File: config.mk
export PLATFORM = sky130hd
export DESIGN_NAME = fetch_ctrl_fsm_flat
export DESIGN_NICKNAME = d
export VERILOG_FILES = /design/src/rtl/fetch_ctrl_if.sv /design/src/rtl/fetch_ctrl_fsm.sv /design/src/flat_wrapper.sv
export SDC_FILE = /design/constraint.sdc
export NUM_CORES = 1
export LEC_CHECK = 0
export ABC_AREA = 1
export CORE_AREA = 4 4 115 144
export DETAILED_ROUTE_END_ITERATION = 7
export DIE_AREA = 0 0 119 148
export SYNTH_ARGS = -nofsm -noshare
export SYNTH_HDL_FRONTEND = slang
export SYNTH_SLANG_ARGS = --single-unit
File: constraint.sdc
create_clock -name clk -period 8 [get_ports clk]
set_clock_uncertainty 0.1 [all_clocks]
set_input_delay 0.8 -clock clk [delete_from_list [all_inputs] [get_ports clk]]
set_output_delay 0.8 -clock clk [all_outputs]
set_load 0.01 [all_outputs]
File: src/rtl/fetch_ctrl_if.sv
// Bus between the fetch/control sequencer and the datapath / instruction memory.
interface fetch_ctrl_if #(
  parameter int unsigned PC_WIDTH = 32
);

  // Sequencer inputs
  logic                en;
  logic [31:0]         imem_data;
  logic                Zero;

  // Instruction memory address and IR field slices
  logic [PC_WIDTH-1:0] imem_addr;
  logic [4:0]          rs;
  logic [4:0]          rt;
  logic [4:0]          rd;
  logic [15:0]         SEin;
  logic [5:0]          FuncCode;

  // Datapath control lines
  logic                Regsel;
  logic                ALUsel;
  logic [1:0]          ALUOp;
  logic                MemRead;
  logic                MemWrite;
  logic                MemToRegSel;
  logic                RegWrite;

  // Debug / status
  logic [2:0]          state;
  logic                illegal_op;

  // Sequencer side
  modport master (
    input  en, imem_data, Zero,
    output imem_addr, rs, rt, rd, SEin, FuncCode,
    output Regsel, ALUsel, ALUOp, MemRead, MemWrite, MemToRegSel, RegWrite,
    output state, illegal_op
  );

  // Datapath / memory side
  modport slave (
    output en, imem_data, Zero,
    input  imem_addr, rs, rt, rd, SEin, FuncCode,
    input  Regsel, ALUsel, ALUOp, MemRead, MemWrite, MemToRegSel, RegWrite,
    input  state, illegal_op
  );

endinterface

File: src/rtl/fetch_ctrl_fsm.sv
// Multi-cycle fetch/decode/control sequencer: owns PC and IR, drives the
// datapath control lines as a Moore decode of (state, opcode).
// PC_WIDTH must be at least 28 so the jump target field fits.
module fetch_ctrl_fsm #(
  parameter int unsigned         PC_WIDTH = 32,
  parameter logic [PC_WIDTH-1:0] RESET_PC = '0
) (
  input logic          clk,
  input logic          rst,
  fetch_ctrl_if.master bus
);

  typedef enum logic [2:0] {
    S_FETCH  = 3'd0,
    S_DECODE = 3'd1,
    S_EXEC   = 3'd2,
    S_MEM    = 3'd3,
    S_WB     = 3'd4
  } state_t;

  localparam logic [5:0] OP_RTYPE = 6'b000000;
  localparam logic [5:0] OP_LW    = 6'b100011;
  localparam logic [5:0] OP_SW    = 6'b101011;
  localparam logic [5:0] OP_ADDI  = 6'b001000;
  localparam logic [5:0] OP_BEQ   = 6'b000100;
  localparam logic [5:0] OP_J     = 6'b000010;

  // Jump keeps the top PC nibble and replaces the rest
  localparam logic [PC_WIDTH-1:0] J_KEEP_MASK = ~PC_WIDTH'(32'h0FFF_FFFF);

  state_t              state_q, state_d;
  logic [PC_WIDTH-1:0] pc_q, pc_d;
  logic [31:0]         ir_q, ir_d;

  logic [5:0]          opcode;
  logic                legal_op;
  logic [PC_WIDTH-1:0] j_target;
  logic [PC_WIDTH-1:0] br_off;

  logic                regsel_c;
  logic                alusel_c;
  logic [1:0]          aluop_c;
  logic                memread_c;
  logic                memwrite_c;
  logic                memtoreg_c;
  logic                regwrite_c;
  logic                illegal_c;

  // Opcode, jump target and word-scaled signed branch offset
  always_comb begin
    opcode   = ir_q[31:26];
    legal_op = opcode inside {OP_RTYPE, OP_LW, OP_SW, OP_ADDI, OP_BEQ, OP_J};
    j_target = (pc_q & J_KEEP_MASK) | PC_WIDTH'({ir_q[25:0], 2'b00});
    br_off   = {{(PC_WIDTH-18){ir_q[15]}}, ir_q[15:0], 2'b00};
  end

  // State, PC and IR registers
  always_ff @(posedge clk or posedge rst) begin
    if (rst) begin
      state_q <= S_FETCH;
      pc_q    <= RESET_PC;
      ir_q    <= '0;
    end else begin
      state_q <= state_d;
      pc_q    <= pc_d;
      ir_q    <= ir_d;
    end
  end

  // Next state plus PC/IR updates; everything holds while en is low
  always_comb begin
    state_d = state_q;
    pc_d    = pc_q;
    ir_d    = ir_q;
    if (bus.en) begin
      case (state_q)
        S_FETCH: begin
          ir_d    = bus.imem_data;
          pc_d    = pc_q + PC_WIDTH'(4);
          state_d = S_DECODE;
        end
        S_DECODE: begin
          case (opcode)
            OP_RTYPE, OP_LW, OP_SW, OP_ADDI, OP_BEQ: state_d = S_EXEC;
            OP_J: begin
              pc_d    = j_target;
              state_d = S_FETCH;
            end
            default: state_d = S_FETCH;
          endcase
        end
        S_EXEC: begin
          case (opcode)
            OP_LW, OP_SW:      state_d = S_MEM;
            OP_RTYPE, OP_ADDI: state_d = S_WB;
            OP_BEQ: begin
              if (bus.Zero) pc_d = pc_q + br_off;
              state_d = S_FETCH;
            end
            default: state_d = S_FETCH;
          endcase
        end
        S_MEM:   state_d = (opcode == OP_LW) ? S_WB : S_FETCH;
        S_WB:    state_d = S_FETCH;
        default: state_d = S_FETCH;
      endcase
    end
  end

  // Moore control decode; ALU operand selects stay put from EXEC through WB
  always_comb begin
    regsel_c   = 1'b0;
    alusel_c   = 1'b0;
    aluop_c    = 2'b00;
    memread_c  = 1'b0;
    memwrite_c = 1'b0;
    memtoreg_c = 1'b0;
    regwrite_c = 1'b0;
    illegal_c  = 1'b0;
    case (state_q)
      S_DECODE: illegal_c = ~legal_op;
      S_EXEC: begin
        case (opcode)
          OP_RTYPE:            aluop_c  = 2'b10;
          OP_LW, OP_SW, OP_ADDI: alusel_c = 1'b1;
          OP_BEQ:              aluop_c  = 2'b01;
          default: ;
        endcase
      end
      S_MEM: begin
        alusel_c   = 1'b1;
        memread_c  = (opcode == OP_LW);
        memwrite_c = (opcode == OP_SW);
      end
      S_WB: begin
        regwrite_c = 1'b1;
        case (opcode)
          OP_RTYPE: begin
            regsel_c = 1'b1;
            aluop_c  = 2'b10;
          end
          OP_ADDI: alusel_c = 1'b1;
          OP_LW: begin
            alusel_c   = 1'b1;
            memread_c  = 1'b1;
            memtoreg_c = 1'b1;
          end
          default: ;
        endcase
      end
      default: ;
    endcase
    // A stall must never commit a write
    if (!bus.en) begin
      regwrite_c = 1'b0;
      memwrite_c = 1'b0;
    end
  end

  // Drive the bus: fields straight from IR, controls from the decode
  assign bus.imem_addr   = pc_q;
  assign bus.rs          = ir_q[25:21];
  assign bus.rt          = ir_q[20:16];
  assign bus.rd          = ir_q[15:11];
  assign bus.SEin        = ir_q[15:0];
  assign bus.FuncCode    = ir_q[5:0];
  assign bus.Regsel      = regsel_c;
  assign bus.ALUsel      = alusel_c;
  assign bus.ALUOp       = aluop_c;
  assign bus.MemRead     = memread_c;
  assign bus.MemWrite    = memwrite_c;
  assign bus.MemToRegSel = memtoreg_c;
  assign bus.RegWrite    = regwrite_c;
  assign bus.state       = state_q;
  assign bus.illegal_op  = illegal_c;

endmodule

File: src/flat_wrapper.sv
// flat-port wrapper written by rule: the top's interface ports become plain ports
module fetch_ctrl_fsm_flat 
#(
  parameter int unsigned         PC_WIDTH = 32,
  parameter logic [PC_WIDTH-1:0] RESET_PC = '0
)
  (clk, rst, bus_en, bus_imem_data, bus_Zero, bus_imem_addr, bus_rs, bus_rt, bus_rd, bus_SEin, bus_FuncCode, bus_Regsel, bus_ALUsel, bus_ALUOp, bus_MemRead, bus_MemWrite, bus_MemToRegSel, bus_RegWrite, bus_state, bus_illegal_op);
  fetch_ctrl_if #(.PC_WIDTH(PC_WIDTH)) bus_i ();
  input logic clk;
  input logic rst;
  input wire logic [$bits(bus_i.en)-1:0] bus_en;
  input wire logic [$bits(bus_i.imem_data)-1:0] bus_imem_data;
  input wire logic [$bits(bus_i.Zero)-1:0] bus_Zero;
  output wire logic [$bits(bus_i.imem_addr)-1:0] bus_imem_addr;
  output wire logic [$bits(bus_i.rs)-1:0] bus_rs;
  output wire logic [$bits(bus_i.rt)-1:0] bus_rt;
  output wire logic [$bits(bus_i.rd)-1:0] bus_rd;
  output wire logic [$bits(bus_i.SEin)-1:0] bus_SEin;
  output wire logic [$bits(bus_i.FuncCode)-1:0] bus_FuncCode;
  output wire logic [$bits(bus_i.Regsel)-1:0] bus_Regsel;
  output wire logic [$bits(bus_i.ALUsel)-1:0] bus_ALUsel;
  output wire logic [$bits(bus_i.ALUOp)-1:0] bus_ALUOp;
  output wire logic [$bits(bus_i.MemRead)-1:0] bus_MemRead;
  output wire logic [$bits(bus_i.MemWrite)-1:0] bus_MemWrite;
  output wire logic [$bits(bus_i.MemToRegSel)-1:0] bus_MemToRegSel;
  output wire logic [$bits(bus_i.RegWrite)-1:0] bus_RegWrite;
  output wire logic [$bits(bus_i.state)-1:0] bus_state;
  output wire logic [$bits(bus_i.illegal_op)-1:0] bus_illegal_op;
  assign bus_i.en = bus_en;
  assign bus_i.imem_data = bus_imem_data;
  assign bus_i.Zero = bus_Zero;
  assign bus_imem_addr = bus_i.imem_addr;
  assign bus_rs = bus_i.rs;
  assign bus_rt = bus_i.rt;
  assign bus_rd = bus_i.rd;
  assign bus_SEin = bus_i.SEin;
  assign bus_FuncCode = bus_i.FuncCode;
  assign bus_Regsel = bus_i.Regsel;
  assign bus_ALUsel = bus_i.ALUsel;
  assign bus_ALUOp = bus_i.ALUOp;
  assign bus_MemRead = bus_i.MemRead;
  assign bus_MemWrite = bus_i.MemWrite;
  assign bus_MemToRegSel = bus_i.MemToRegSel;
  assign bus_RegWrite = bus_i.RegWrite;
  assign bus_state = bus_i.state;
  assign bus_illegal_op = bus_i.illegal_op;
  fetch_ctrl_fsm #(.PC_WIDTH(PC_WIDTH), .RESET_PC(RESET_PC)) u_core (.clk(clk), .rst(rst), .bus(bus_i));
endmodule
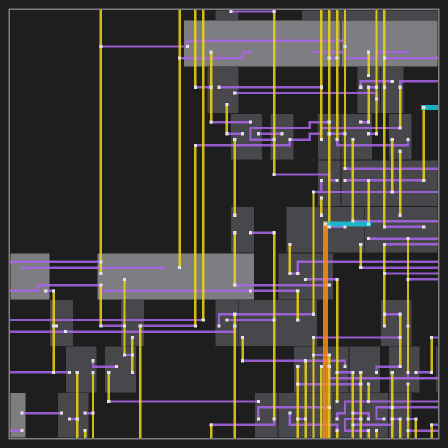
Run 1: layout detail
Window x 17 to 42, y 98 to 123 um. Cells in gray, sequential cells in the stronger gray; small squares are vias.
metal 1 -> purple
metal 3 -> cyan
metal 2 -> yellow
metal 4 -> orange
most frequent = o21ai_0 (8), nor2_1 (7), nand2_1 (6)
netlist names of flops here include = `u_core.bus.imem_addr` (3)
cells with their middle in the window = 34
sequential cells in the window = 3

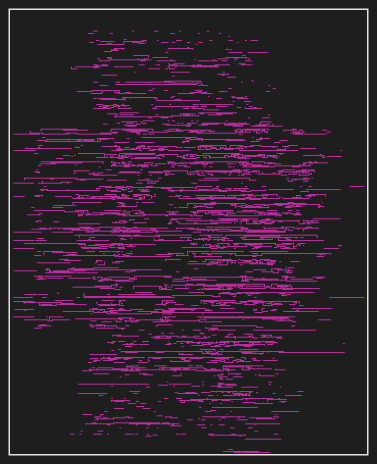
Run 1: signal wires on met1
(3 px per um)
share of all routed wire = 43%
nets with wire on the layer = 772
longest straight run = 33.6 um
wire length on this layer = 6470 um

==> results.md, run 1 <==
| Item | Value | Unit |
| --- | --- | --- |
| Outcome | finished, final reports clean | - |
| Library cell used as clock root buffer | clkbuf_16 | - |
| Half-perimeter wire length of the detailed placement result | 11.1 | mm |
| Highest-delay cell along the critical path | nand2_1 | - |
| Worst slack, placed | 4.19 | ns |
| Clock slew seen by the registers of the worst setup and hold paths | 0.06 | ns |
| Post-synthesis adder-cell area fraction | 4.46 | % |
| Critical Path Source Type | flop | - |
| Share of final layout cell area taken by clock buffers and inverters | 5.24 | % |
| Beginning of the worst hold path | u_core.bus.imem_addr[9] | - |
| Width of the chip | 119 | um |
| Path category of the worst min-delay check | flop to flop | - |
| Warning total across the stage logs | 26 | - |
| Cell with the most instances after synthesis | nand2_1 | - |
| Combinational share of cell area | 43.9 | % |
| Count of flip-flops with a built-in enable after synthesis | 0 | - |
| Share of the clock period used by the worst path after layout | 51.3 | % |
| Post-synth design cell area | 5220 | sq um |
| Basic-gate share of the synthesized area counting and, or, nand and nor cells | 32.3 | % |
| H-tree depth | 3 | - |
| Clock buffer instance count of the final layout | 9 | - |
| CTS tree | done | - |
| Power after layout | 2.19 | mW |
| Number of diodes | 0 | - |
| Total Wirelength | 15.1 | mm |
| Post-synth top cells | 157 x nand2_1, 97 x nor2_1, 68 x inv_1 | - |
| Buffers and inverters on the worst path | 2 | - |
| Avg WL per Cell | 14.8 | um |
| Sum of negative setup slack | 0 | ns |
| Area fraction in compound gates | 15.0 | % |
| Violation count after the first detailed-routing iteration | 188 | - |
| CTS Buf Count | 9 | - |
| Antenna viol nets, final | 0 | - |
| Top logic cell family in the synthesized netlist | simple AND/OR/NAND/NOR gates | - |
| Slack of the worst reg-to-reg path | 4.21 | ns |
| Main flop type | dfrtp_1 | - |
| Vias post-DR | 4957 | - |
| Library cell occupying the most area in the post-synthesis netlist | dfrtp_1 | - |
| Net load switching power | 0.936 | mW |
| Crit-path cells | inv_2, nor2_2, nand2_1, nor2_1, a211oi_1, o21ai_0, clkdlybuf4s50_1 | - |
| Int Pwr | 1.25 | mW |
| Sequential Power Share | 27.6 | % |
| Synthesized chip area reported by yosys | 5220 | sq um |
| Leading cell kind | multi-input combinational cells | - |
| Share of async-settable or async-resettable flops after synthesis | 100 | % |
| Setup repair after global routing missed its margin | no | - |
| Remaining Overflow, GRT | 0 | - |
| Worst reg2reg startpoint | u_core.bus.state[1] | - |
| Buffer share of cell area | 17.8 | % |
| DRC viols | 0 | - |
| Final tally of hold violations | 0 | - |
| Number of cell rows | 50 | - |
| Number of antenna violations at the first check in global routing | 0 | - |
| IR drop worst, VDD | 0.139 | mV |
| Type of element capturing the critical path | output port | - |
| Post-synth mux share | 1.30 | % |
| Number of standard cells after synthesis | 735 | - |
| Largest stage delay on the critical path | 0.58 | ns |
| R2R cell count | 17 | - |
| CTS max path bufs | 2 | - |
| Yosys reg bits | 65 | - |
| Share of power burned in combinational logic | 51.2 | % |
| P_leak | 3.11 | nW |
| Vias in the first global route | 4918 | - |
| Logic depth of the worst path, buffers included | 7 | - |
| Slew at the pin closest to its max-slew limit | 0.947 | ns |
| Starting Density | 34.6 | % |
| Die Area | 17600 | sq um |
| Clock group share of total power | 21.1 | % |
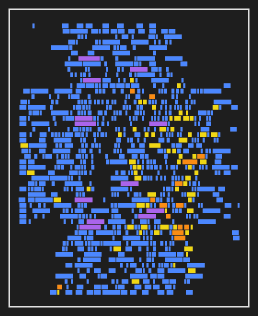
Run 1: drive-strength map
(2 px per um)
_3 and _4 cells -> orange  # cells 14, share 1.7%
_6 and larger -> purple  # cells 12, share 1.5%
_2 cells -> yellow  # cells 65, share 8.0%
_0 and _1 cells -> blue  # cells 717, share 89%

[run 1: state kept, by name (all words and copies together), names as in the netlist]
| signal | count |
|---|---|
| u_core.bus.state | 3 |
| u_core.ir_q | 32 |
| u_core.bus.imem_addr | 30 |
[run 1: routing by layer]
| layer | routed length, um | part of all wire, % | up-vias | global-route usage, % |
|---|---|---|---|---|
| met5 | 0 | 0 | - | 0 |
| met4 | 185 | 1.2 | 0 | 4.17 |
| met3 | 622 | 4.1 | 12 | 3.44 |
| met2 | 7780 | 52 | 114 | 31.3 |
| met1 | 6470 | 43 | 2323 | 20.3 |
| li1 | - | - | 2508 | - |
[run 1: worst min-delay path by stage]
| stage | end | cells past startpoint |
|---|---|---|
| floorplan | u_core.ir_q[30] | 1 |
| global placement | u_core.bus.imem_addr[6] | 2 |
| detailed placement | u_core.bus.imem_addr[7] | 2 |
| CTS | u_core.bus.imem_addr[12] | 2 |
| global route | u_core.ir_q[31] | 2 |
| finish | u_core.bus.imem_addr[9] | 2 |
[run 1: per-stage QoR]
step	util, %	cells	hold slack [ns]
6_report	43.6	1016	0.424
5_1_grt	43.6	1016	0.450
3_3_place_gp	41.3	1000	0.404
3_5_place_dp	41.3	1000	0.415
2_1_floorplan	-	736	0.394
4_1_cts	43.6	1016	0.432
[run 1: kinds of logic after synthesis]
logic type,Yosys count
AND-OR/OR-AND,138
XOR/XNOR,12
adder cells (fa/ha/maj),18
buffers and inverters,137
flip-flops,65
multiplexers,6
other,1
AND/OR/NAND/NOR,358
[run 1: power groups by stage]
stage	Sequential (mW)	Combinational (mW)	Clock (mW)
after detailed placement	0.609	1.13	0
after global routing	0.627	1.24	0.487
after global placement	0.608	1.12	0
final	0.604	1.12	0.463
after CTS	0.605	1.14	0.475
after floorplan	0.597	0.743	0
Run 1, track usage over the die:
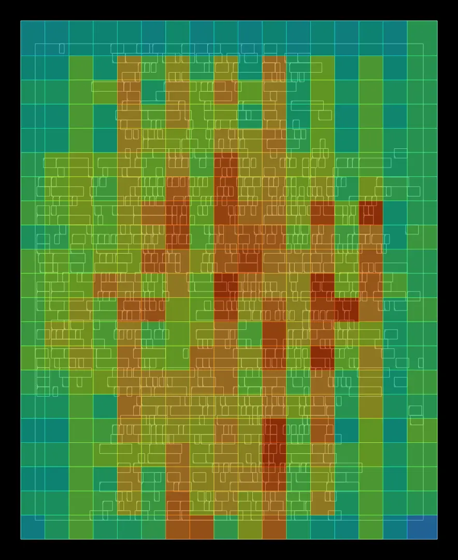

## Run 2: what changed since run 1
==> constraint.sdc (replaced) <==
create_clock -name clk -period 3.9 [get_ports clk]
set_clock_uncertainty 0.1 [all_clocks]
set_input_delay 0.39 -clock clk [delete_from_list [all_inputs] [get_ports clk]]
set_output_delay 0.39 -clock clk [all_outputs]
set_load 0.01 [all_outputs]
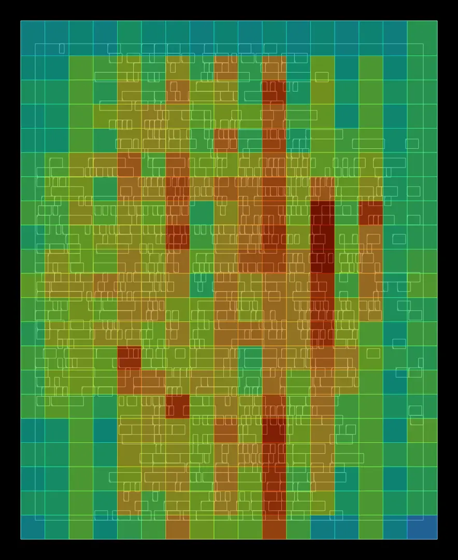
Run 2: track usage over the die
Avg WL per Cell: 15.3 um
most congested layer reported by global routing: met2
M1 GR Usage: 20.9%

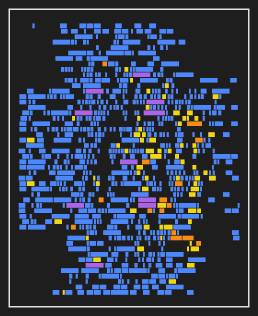
Run 2: drive-strength map
(2 px per um)
PnR worst setup slack: 0.730 ns
Plain + repair buffers: 122
Area Overhead vs Synth: 25.3%

==> run 2 against run 1 <==
  * Highest routed layer unchanged
  * Die size unchanged
  * Sequential share of layout area increased by 0.14 points
  * Final cell count grew 0.30%
  * Utilization fell by 0.24 points
  * Wire length grew 3.4%
  * Hold slack lost 0.15 ns
  * Synthesized area unchanged
  * Flip-flop count did not move
  * Non-clock buffer count increased by 4
  * Global-route usage rose by 0.51 points
  * First-iteration DRC count up 23%
  * Critical path depth up 8
==> results.md, run 2 <==
| Item | Value | Unit |
| --- | --- | --- |
| H-tree depth | 3 | - |
| Library cell occupying the most area in the post-synthesis netlist | dfrtp_1 | - |
| Share of async-settable or async-resettable flops after synthesis | 100 | % |
| Sequential element share of the synthesized area | 31.2 | % |
| Share of power burned in combinational logic | 53.2 | % |
| Most common logic cells in the final layout | 156 x nand2_1, 114 x clkdlybuf4s50_1, 97 x nor2_1, 67 x inv_1, 67 x a21oi_1 | - |
| Int Pwr | 2.44 | mW |
| Pin count of the biggest net entering global routing | 47 | - |
| Share of final layout cell area taken by clock buffers and inverters | 4.25 | % |
| Clock group share of total power | 18.3 | % |
| Number of diodes | 0 | - |
| Final net count | 861 | - |
| Buffer share of cell area | 18.4 | % |
| Setup Crit Path Kind | flop to flop | - |
| Width of the chip | 119 | um |
| Clock slew seen by the registers of the worst setup and hold paths | 0.06 | ns |
| Power in the clock group | 0.803 | mW |
| Most common logic cell in the routed design | nand2_1 | - |
| Register cell area after layout | 1630 | sq um |
| DIE HEIGHT | 148 | um |
| Count of inverters not on the clock network in the layout | 75 | - |
| IR drop worst, VDD | 0.305 | mV |
| Highest-delay cell along the critical path | nor3_4 | - |
| Half-perimeter wire length of the detailed placement result | 11.8 | mm |
| Number of detailed-route iterations in the first pass | 5 | - |
| Final critical-path required period | 3.17 | ns |
| P_leak | 3.11 | nW |
| Top fanout value on the critical path | 8 | - |
| Multi-input gate area | 2890 | sq um |
| Avg Synthesized Cell Area | 7.10 | sq um |
| Pins over their slew limit | 0 | - |
| DRC viols | 0 | - |
| Switching power share of the total | 44.3 | % |
| Largest stage delay on the critical path | 0.55 | ns |
| Library cell used as clock root buffer | clkbuf_16 | - |
| Violation count after the first detailed-routing iteration | 232 | - |
| Type of element capturing the critical path | flop | - |
| Cts hold-fix bufs | 0 | - |
| Power after layout | 4.38 | mW |
| Synthesized chip area reported by yosys | 5220 | sq um |
| Number of antenna violations at the first check in global routing | 0 | - |
| Number of gates resized after cts | 0 | - |
| Pwr top | combinational logic | - |
| Distinct cell type count after synthesis | 53 | - |
| Most repeated library cell on the critical path | nand2_1 | - |
| Crit-path cells | nor3_4, nand2_1, ha_1, fa_1, nand3_1, nand2_1, nand3_1, nand2_1, nand2_1, nand2_1, nand2_1, nand2_2, xor2_1, o21ai_1, o21ai_1 | - |
| Share of the final layout cell area in sequential cells | 24.9 | % |
| # setup viols final | 0 | - |
| Top post-synthesis cells by area | dfrtp_1 31%, nand2_1 11%, nor2_1 7.0%, a21oi_1 6.4%, buf_4 5.8% | - |
| Area share of the largest cell type after synthesis | 31.2 | % |
| Post-CTS setup repair buffer count | 0 | - |
| Clock buffer instance count of the final layout | 11 | - |
| Boundary pin count | 117 | - |
| Global routing usage summed across all routing layers | 17.6 | % |
| Power in combinational cells | 2.33 | mW |
| Number of standard cells after synthesis | 735 | - |
| Critical Path Source Type | flop | - |
| Outcome | finished, final reports clean | - |
| Critical Path RT | 4.01 | ns |
| Leading cell kind | multi-input combinational cells | - |
| CTS max path bufs | 2 | - |
| Number of standard cells reported by yosys | 735 | - |
| CTS Buf Count | 9 | - |
| Count of max-cap constraint violations | 0 | - |
| Port bufs | 114 | - |
| Final tally of hold violations | 0 | - |
| Net load switching power | 1.94 | mW |
| Via-to-Cell Ratio | 4.92 | - |
| Sum of negative setup slack | 0 | ns |
| Yosys reg bits | 65 | - |
| Antenna viol nets, final | 0 | - |
| Post-synth design cell area | 5220 | sq um |
| Signal arrival time at the worst endpoint | 3.29 | ns |
| Buffers and inverters on the worst path | 0 | - |
| Flip-flop count of the largest register, all copies and words added | 32 | - |
| Path category of the worst min-delay check | primary input to asynchronous set/reset pin | - |
| Remaining Overflow, GRT | 0 | - |
| Slew at the pin closest to its max-slew limit | 0.971 | ns |
| Post-synth top cells | 157 x nand2_1, 97 x nor2_1, 68 x inv_1 | - |
| Number of well taps | 208 | - |
| Share of the clock period used by the worst path after layout | 81.3 | % |
| Count of filler cells inserted in the layout | 1561 | - |
| Reported sequential group power | 1.24 | mW |
| CTS tree | done | - |
| Vias post-DR | 5018 | - |
| Combinational share of cell area | 44.2 | % |
| Vias in the first global route | 4926 | - |
| Insertion delay at the late pin of the worst-skew pair | 0.34 | ns |
| Proportion of layout cells with a drive suffix above 1 | 11.3 | % |
| Number of cell rows | 50 | - |
| Number of multi-input combinational cells in the layout | 534 | - |
| Most flops, register | u_core.ir_q | - |
| Worst slew slack as a fraction of its limit | 35.3 | % |
| Achievable frequency | 315 | MHz |
| Num sequential | 65 | - |
| Total Wirelength | 15.6 | mm |
| Kind of cell adding the most delay to the critical path | simple AND/OR/NAND/NOR gates | - |
| Die Area | 17600 | sq um |
| Starting Density | 34.6 | % |
| Main flop type | dfrtp_1 | - |
| Setup repair after global routing missed its margin | no | - |
| First-pass GRT wire length | 25.1 | mm |
| Warning total across the stage logs | 26 | - |
| Sequential Power Share | 28.4 | % |
| Cell with the most instances after synthesis | nand2_1 | - |
| Total power per unit cell area | 670 | nW/um^2 |
| Tally of yosys warning messages | 0 | - |
| Number of sinks handled by clock tree synthesis | 65 | - |
| Final weighted congestion in routability-driven placement | 0.853 | - |
| Count of flip-flops with a built-in enable after synthesis | 0 | - |
run 2: cell counts after synthesis:
No cell type changed its count.
run 2: worst paths after layout:
kind | slack (ns) | end | startpoint | depth (start not counted)
max in group asynchronous | 2.67 | u_core.ir_q[13] | rst | 3
max reg2reg | 0.73 | u_core.bus.imem_addr[20] | u_core.bus.state[2] | 15
min | 0.28 | u_core.ir_q[24] | rst | 2
min reg2reg | 0.43 | u_core.bus.imem_addr[12] | u_core.bus.imem_addr[12] | 2
max | 0.73 | u_core.bus.imem_addr[20] | u_core.bus.state[2] | 15
min in group clk | 0.43 | u_core.bus.imem_addr[12] | u_core.bus.imem_addr[12] | 2
run 2: cell families after synthesis:
group                      synth area share, %
buffers and inverters                     13.7
AOI/OAI and AO/OA                         15.0
adders and majority gates                 4.46
DFF                                       31.2
and+or+nand+nor                           32.3
xor gates and xnor gates                  2.02
other                                   0.0719
muxes                                     1.30
run 2: per-layer routing:
| metal | vias to the layer above | wire [um] | global-route usage [%] |
|---|---|---|---|
| met5 | - | 0 | 0 |
| met1 | 2344 | 6540 | 20.9 |
| met2 | 126 | 8010 | 31.9 |
| met3 | 29 | 683 | 3.06 |
| li1 | 2519 | - | - |
| met4 | 0 | 334 | 5.86 |
run 2: per-stage QoR:
| stage | std cells | util (%) | instance area (sq um) | worst slack (ns) | hold WS (ns) |
|---|---|---|---|---|---|
| 2_1_floorplan | 736 | - | 5220 | 1.07 | 0.394 |
| 3_5_place_dp | 1004 | 41.5 | 6260 | 0.706 | 0.410 |
| 3_3_place_gp | 1004 | 41.5 | 6260 | 0.736 | 0.406 |
| 4_1_cts | 1019 | 43.4 | 6540 | 0.686 | 0.283 |
| 5_1_grt | 1019 | 43.4 | 6540 | 0.359 | 0.313 |
| 6_report | 1019 | 43.4 | 6540 | 0.730 | 0.275 |
## Run 3: what changed since run 2
==> constraint.sdc (replaced) <==
create_clock -name clk -period 2.7 [get_ports clk]
set_clock_uncertainty 0.1 [all_clocks]
set_input_delay 0.27 -clock clk [delete_from_list [all_inputs] [get_ports clk]]
set_output_delay 0.27 -clock clk [all_outputs]
set_load 0.01 [all_outputs]
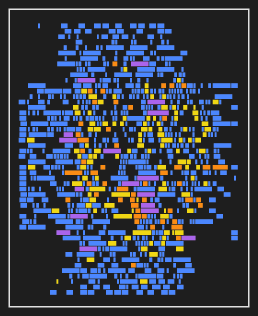
Run 3: drive-strength map
(2 px per um)
PnR worst setup slack: 0.0613 ns
Plain + repair buffers: 156
Post-Layout Inst Area: 7080 sq um

==> run 3 against run 2 <==
  * Clock-buffer cell count grew 3
  * Combinational power grew 57%
  * Non-clock buffer count grew 34
  * Synthesized cell count did not move
  * Synthesized area unchanged
  * Hold slack worse by 0.072 ns
  * Die size stayed put
  * Sequential power grew 42%
  * Global-route usage is 0.26 points higher
  * Total power up 53%
  * First-iteration DRC count shrank 9.5%
  * Flip-flop count unchanged
==> results.md, run 3 <==
| Item | Value | Unit |
| --- | --- | --- |
| Number of antenna violations at the first check in global routing | 0 | - |
| Most flops, register | u_core.ir_q | - |
| Post-CTS setup repair buffer count | 0 | - |
| Int Pwr | 3.85 | mW |
| Number of sinks handled by clock tree synthesis | 65 | - |
| Achievable frequency | 379 | MHz |
| Pin count of the biggest net entering global routing | 54 | - |
| Worst slack, placed | 0.00646 | ns |
| Worst reg2reg startpoint | u_core.bus.state[1] | - |
| Share of power burned in combinational logic | 54.4 | % |
| Cts hold-fix bufs | 0 | - |
| Top post-synthesis cells by area | dfrtp_1 31%, nand2_1 11%, nor2_1 7.0%, a21oi_1 6.4%, buf_4 5.8% | - |
| Clock slew seen by the registers of the worst setup and hold paths | 0.06 | ns |
| Slew at the pin closest to its max-slew limit | 0.684 | ns |
| Sequential Power Share | 26.2 | % |
| Floorplan core area | 15100 | sq um |
| Synthesized chip area reported by yosys | 5220 | sq um |
| Insertion delay at the late pin of the worst-skew pair | 0.34 | ns |
| Critical Path RT | 2.33 | ns |
| Power after layout | 6.72 | mW |
| Number of standard cells after synthesis | 735 | - |
| Cell with the most instances after synthesis | nand2_1 | - |
| H-tree depth | 3 | - |
| Total Wirelength | 15.8 | mm |
| Critical Path Source Type | flop | - |
| Utilization of the core after routing | 46.9 | % |
| Final net count | 895 | - |
| Warning total across the stage logs | 27 | - |
| Buffers and inverters on the worst path | 4 | - |
| Avg WL per Cell | 15.0 | um |
| Die Area | 17600 | sq um |
| Proportion of layout cells with a drive suffix above 1 | 20.4 | % |
| Signal arrival time at the worst endpoint | 2.27 | ns |
| Library cell used as clock root buffer | clkbuf_16 | - |
| Cell Count Post-Placement | 1027 | - |
| Setup Crit Path Kind | flop to output port | - |
| Most common logic cell in the routed design | nand2_1 | - |
| CTS max path bufs | 2 | - |
| Type of element capturing the critical path | output port | - |
| Number of diodes | 0 | - |
| Port bufs | 114 | - |
| Avg Synthesized Cell Area | 7.10 | sq um |
| Non-filler instance count after layout | 1054 | - |
| Number of gates resized after cts | 2 | - |
| P_leak | 3.36 | nW |
| Final tally of hold violations | 0 | - |
| Number of detailed-route iterations in the first pass | 5 | - |
| Sum of negative setup slack | 0 | ns |
| DRC viols | 0 | - |
| Share of the clock period used by the worst path after layout | 97.7 | % |
| Highest-delay cell along the critical path | clkdlybuf4s50_1 | - |
| Tally of yosys warning messages | 0 | - |
| First-pass GRT wire length | 25.6 | mm |
| Starting Density | 34.6 | % |
| # setup viols final | 0 | - |
| Share of async-settable or async-resettable flops after synthesis | 100 | % |
| Post-synth top cells | 157 x nand2_1, 97 x nor2_1, 68 x inv_1 | - |
| Boundary pin count | 117 | - |
| Final critical-path required period | 2.64 | ns |
| Library cell occupying the most area in the post-synthesis netlist | dfrtp_1 | - |
| Post-synth design cell area | 5220 | sq um |
| Kind of cell adding the most delay to the critical path | buffers and inverters | - |
| Half-perimeter wire length of the detailed placement result | 11.9 | mm |
| Total power per unit cell area | 949 | nW/um^2 |
| Hold Slack | 0.203 | ns |
| Main flop type | dfrtp_1 | - |
| Via-to-Cell Ratio | 4.95 | - |
| Pins over their slew limit | 0 | - |
| Distinct cell type count after synthesis | 53 | - |
| Most repeated library cell on the critical path | buf_4 | - |
| Yosys reg bits | 65 | - |
| Vias post-DR | 5213 | - |
| Clock group share of total power | 19.4 | % |
| Worst slew slack as a fraction of its limit | 54.3 | % |
| CTS Buf Count | 9 | - |
| Count of flip-flops with a built-in enable after synthesis | 0 | - |
| Most common logic cells in the final layout | 138 x nand2_1, 113 x clkdlybuf4s50_1, 94 x nor2_1, 67 x inv_1, 62 x dfrtp_1 | - |
| Path category of the worst min-delay check | primary input to asynchronous set/reset pin | - |
| Final weighted congestion in routability-driven placement | 0.949 | - |
| Count of max-cap constraint violations | 0 | - |
| Number of standard cells reported by yosys | 735 | - |
| Flip-flop count of the largest register, all copies and words added | 32 | - |
| Switching power share of the total | 42.7 | % |
| Net load switching power | 2.87 | mW |
| Largest stage delay on the critical path | 0.59 | ns |
| DIE HEIGHT | 148 | um |
| Crit-path cells | inv_2, nor2_4, buf_4, buf_4, nand2_1, nor4_2, clkdlybuf4s50_1 | - |
| Global routing usage summed across all routing layers | 17.9 | % |
| Sequential element share of the synthesized area | 31.2 | % |
| Top fanout value on the critical path | 12 | - |
| Terminus of the critical flop-to-flop path | u_core.bus.imem_addr[15] | - |
| Area Overhead vs Synth | 35.7 | % |
| Outcome | finished, final reports clean | - |
| Area share of the largest cell type after synthesis | 31.2 | % |
| Vias in the first global route | 5151 | - |
| Cell Area, Placed | 6470 | sq um |
| R2R cell count | 16 | - |
| Remaining Overflow, GRT | 0 | - |
| Slack of the worst reg-to-reg path | 0.12 | ns |
| Setup repair after global routing missed its margin | yes | - |
| Width of the chip | 119 | um |
| Violation count after the first detailed-routing iteration | 210 | - |
| IR drop worst, VDD | 0.407 | mV |
| Number of cell rows | 50 | - |
| CTS tree | done | - |
| Antenna viol nets, final | 0 | - |
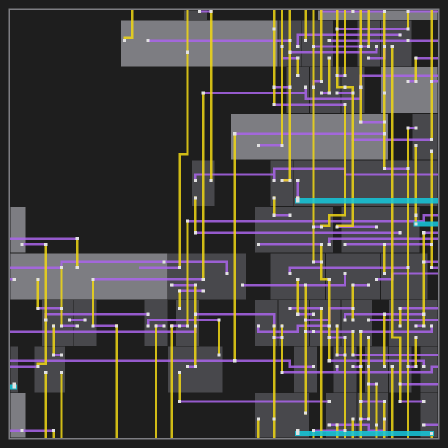
Run 3: layout detail
Window x 17 to 42, y 98 to 123 um. Cells in gray, sequential cells in the stronger gray; small squares are vias.
metal 2 -> yellow
metal 3 -> cyan
metal 1 -> purple
most frequent = nor2_1 (7), nand2_1 (6), o21ai_0 (6)
netlist names of flops here include = `u_core.bus.imem_addr` (2), `u_core.ir_q` (1)
cells with their middle in the window = 39
sequential cells in the window = 3

==> run 3: cells by family after synthesis <==
group	after synthesis	share of synthesized area (%)
and+or+nand+nor	358	32.3
DFF	65	31.2
buffers and inverters	137	13.7
muxes	6	1.30
xor gates and xnor gates	12	2.02
other	1	0.0719
AOI/OAI and AO/OA	138	15.0
adders and majority gates	18	4.46
==> run 3: layer usage <==
| metal | part of all wire [%] | track usage, % | vias to the layer above |
|---|---|---|---|
| li1 | - | - | 2587 |
| met1 | 42 | 21.5 | 2455 |
| met2 | 52 | 31.5 | 143 |
| met3 | 4.3 | 3.90 | 28 |
| met4 | 2.3 | 5.86 | 0 |
| met5 | 0 | 0 | - |
==> run 3: power groups by stage <==
stage               clock (mW)  combinational (mW)  sequential [mW]
floorplan                    0                2.20             1.77
global placement             0                3.50             1.76
detailed placement           0                3.51             1.76
CTS                       1.33                3.55             1.76
global route              1.37                4.05             1.83
finish                    1.30                3.66             1.76
==> run 3: final cells by class <==
| cell class | count | area, sq um |
|---|---|---|
| Multi-Input combinational cell | 534 | 3070 |
| Sequential cell | 65 | 1630 |
| Inverter | 75 | 283 |
| Clock buffer | 14 | 264 |
| Fill cell | 1521 | 8000 |
| Tap cell | 208 | 260 |
| Clock inverter | 2 | 60.1 |
| Timing Repair Buffer | 156 | 1510 |
==> run 3: worst max-delay path by stage <==
stage / cells past startpoint / endpoint / startpoint
after detailed placement: 16 / u_core.bus.imem_addr[20] / u_core.bus.state[2]
after global routing: 19 / u_core.bus.imem_addr[25] / u_core.bus.state[1]
after floorplan: 17 / u_core.bus.imem_addr[29] / u_core.bus.state[0]
after CTS: 7 / bus_ALUsel / u_core.ir_q[26]
after global placement: 16 / u_core.bus.imem_addr[20] / u_core.bus.state[2]
final: 7 / bus_MemWrite / u_core.bus.state[1]
No activity file was given, so power comes from the tool's default toggle rates.
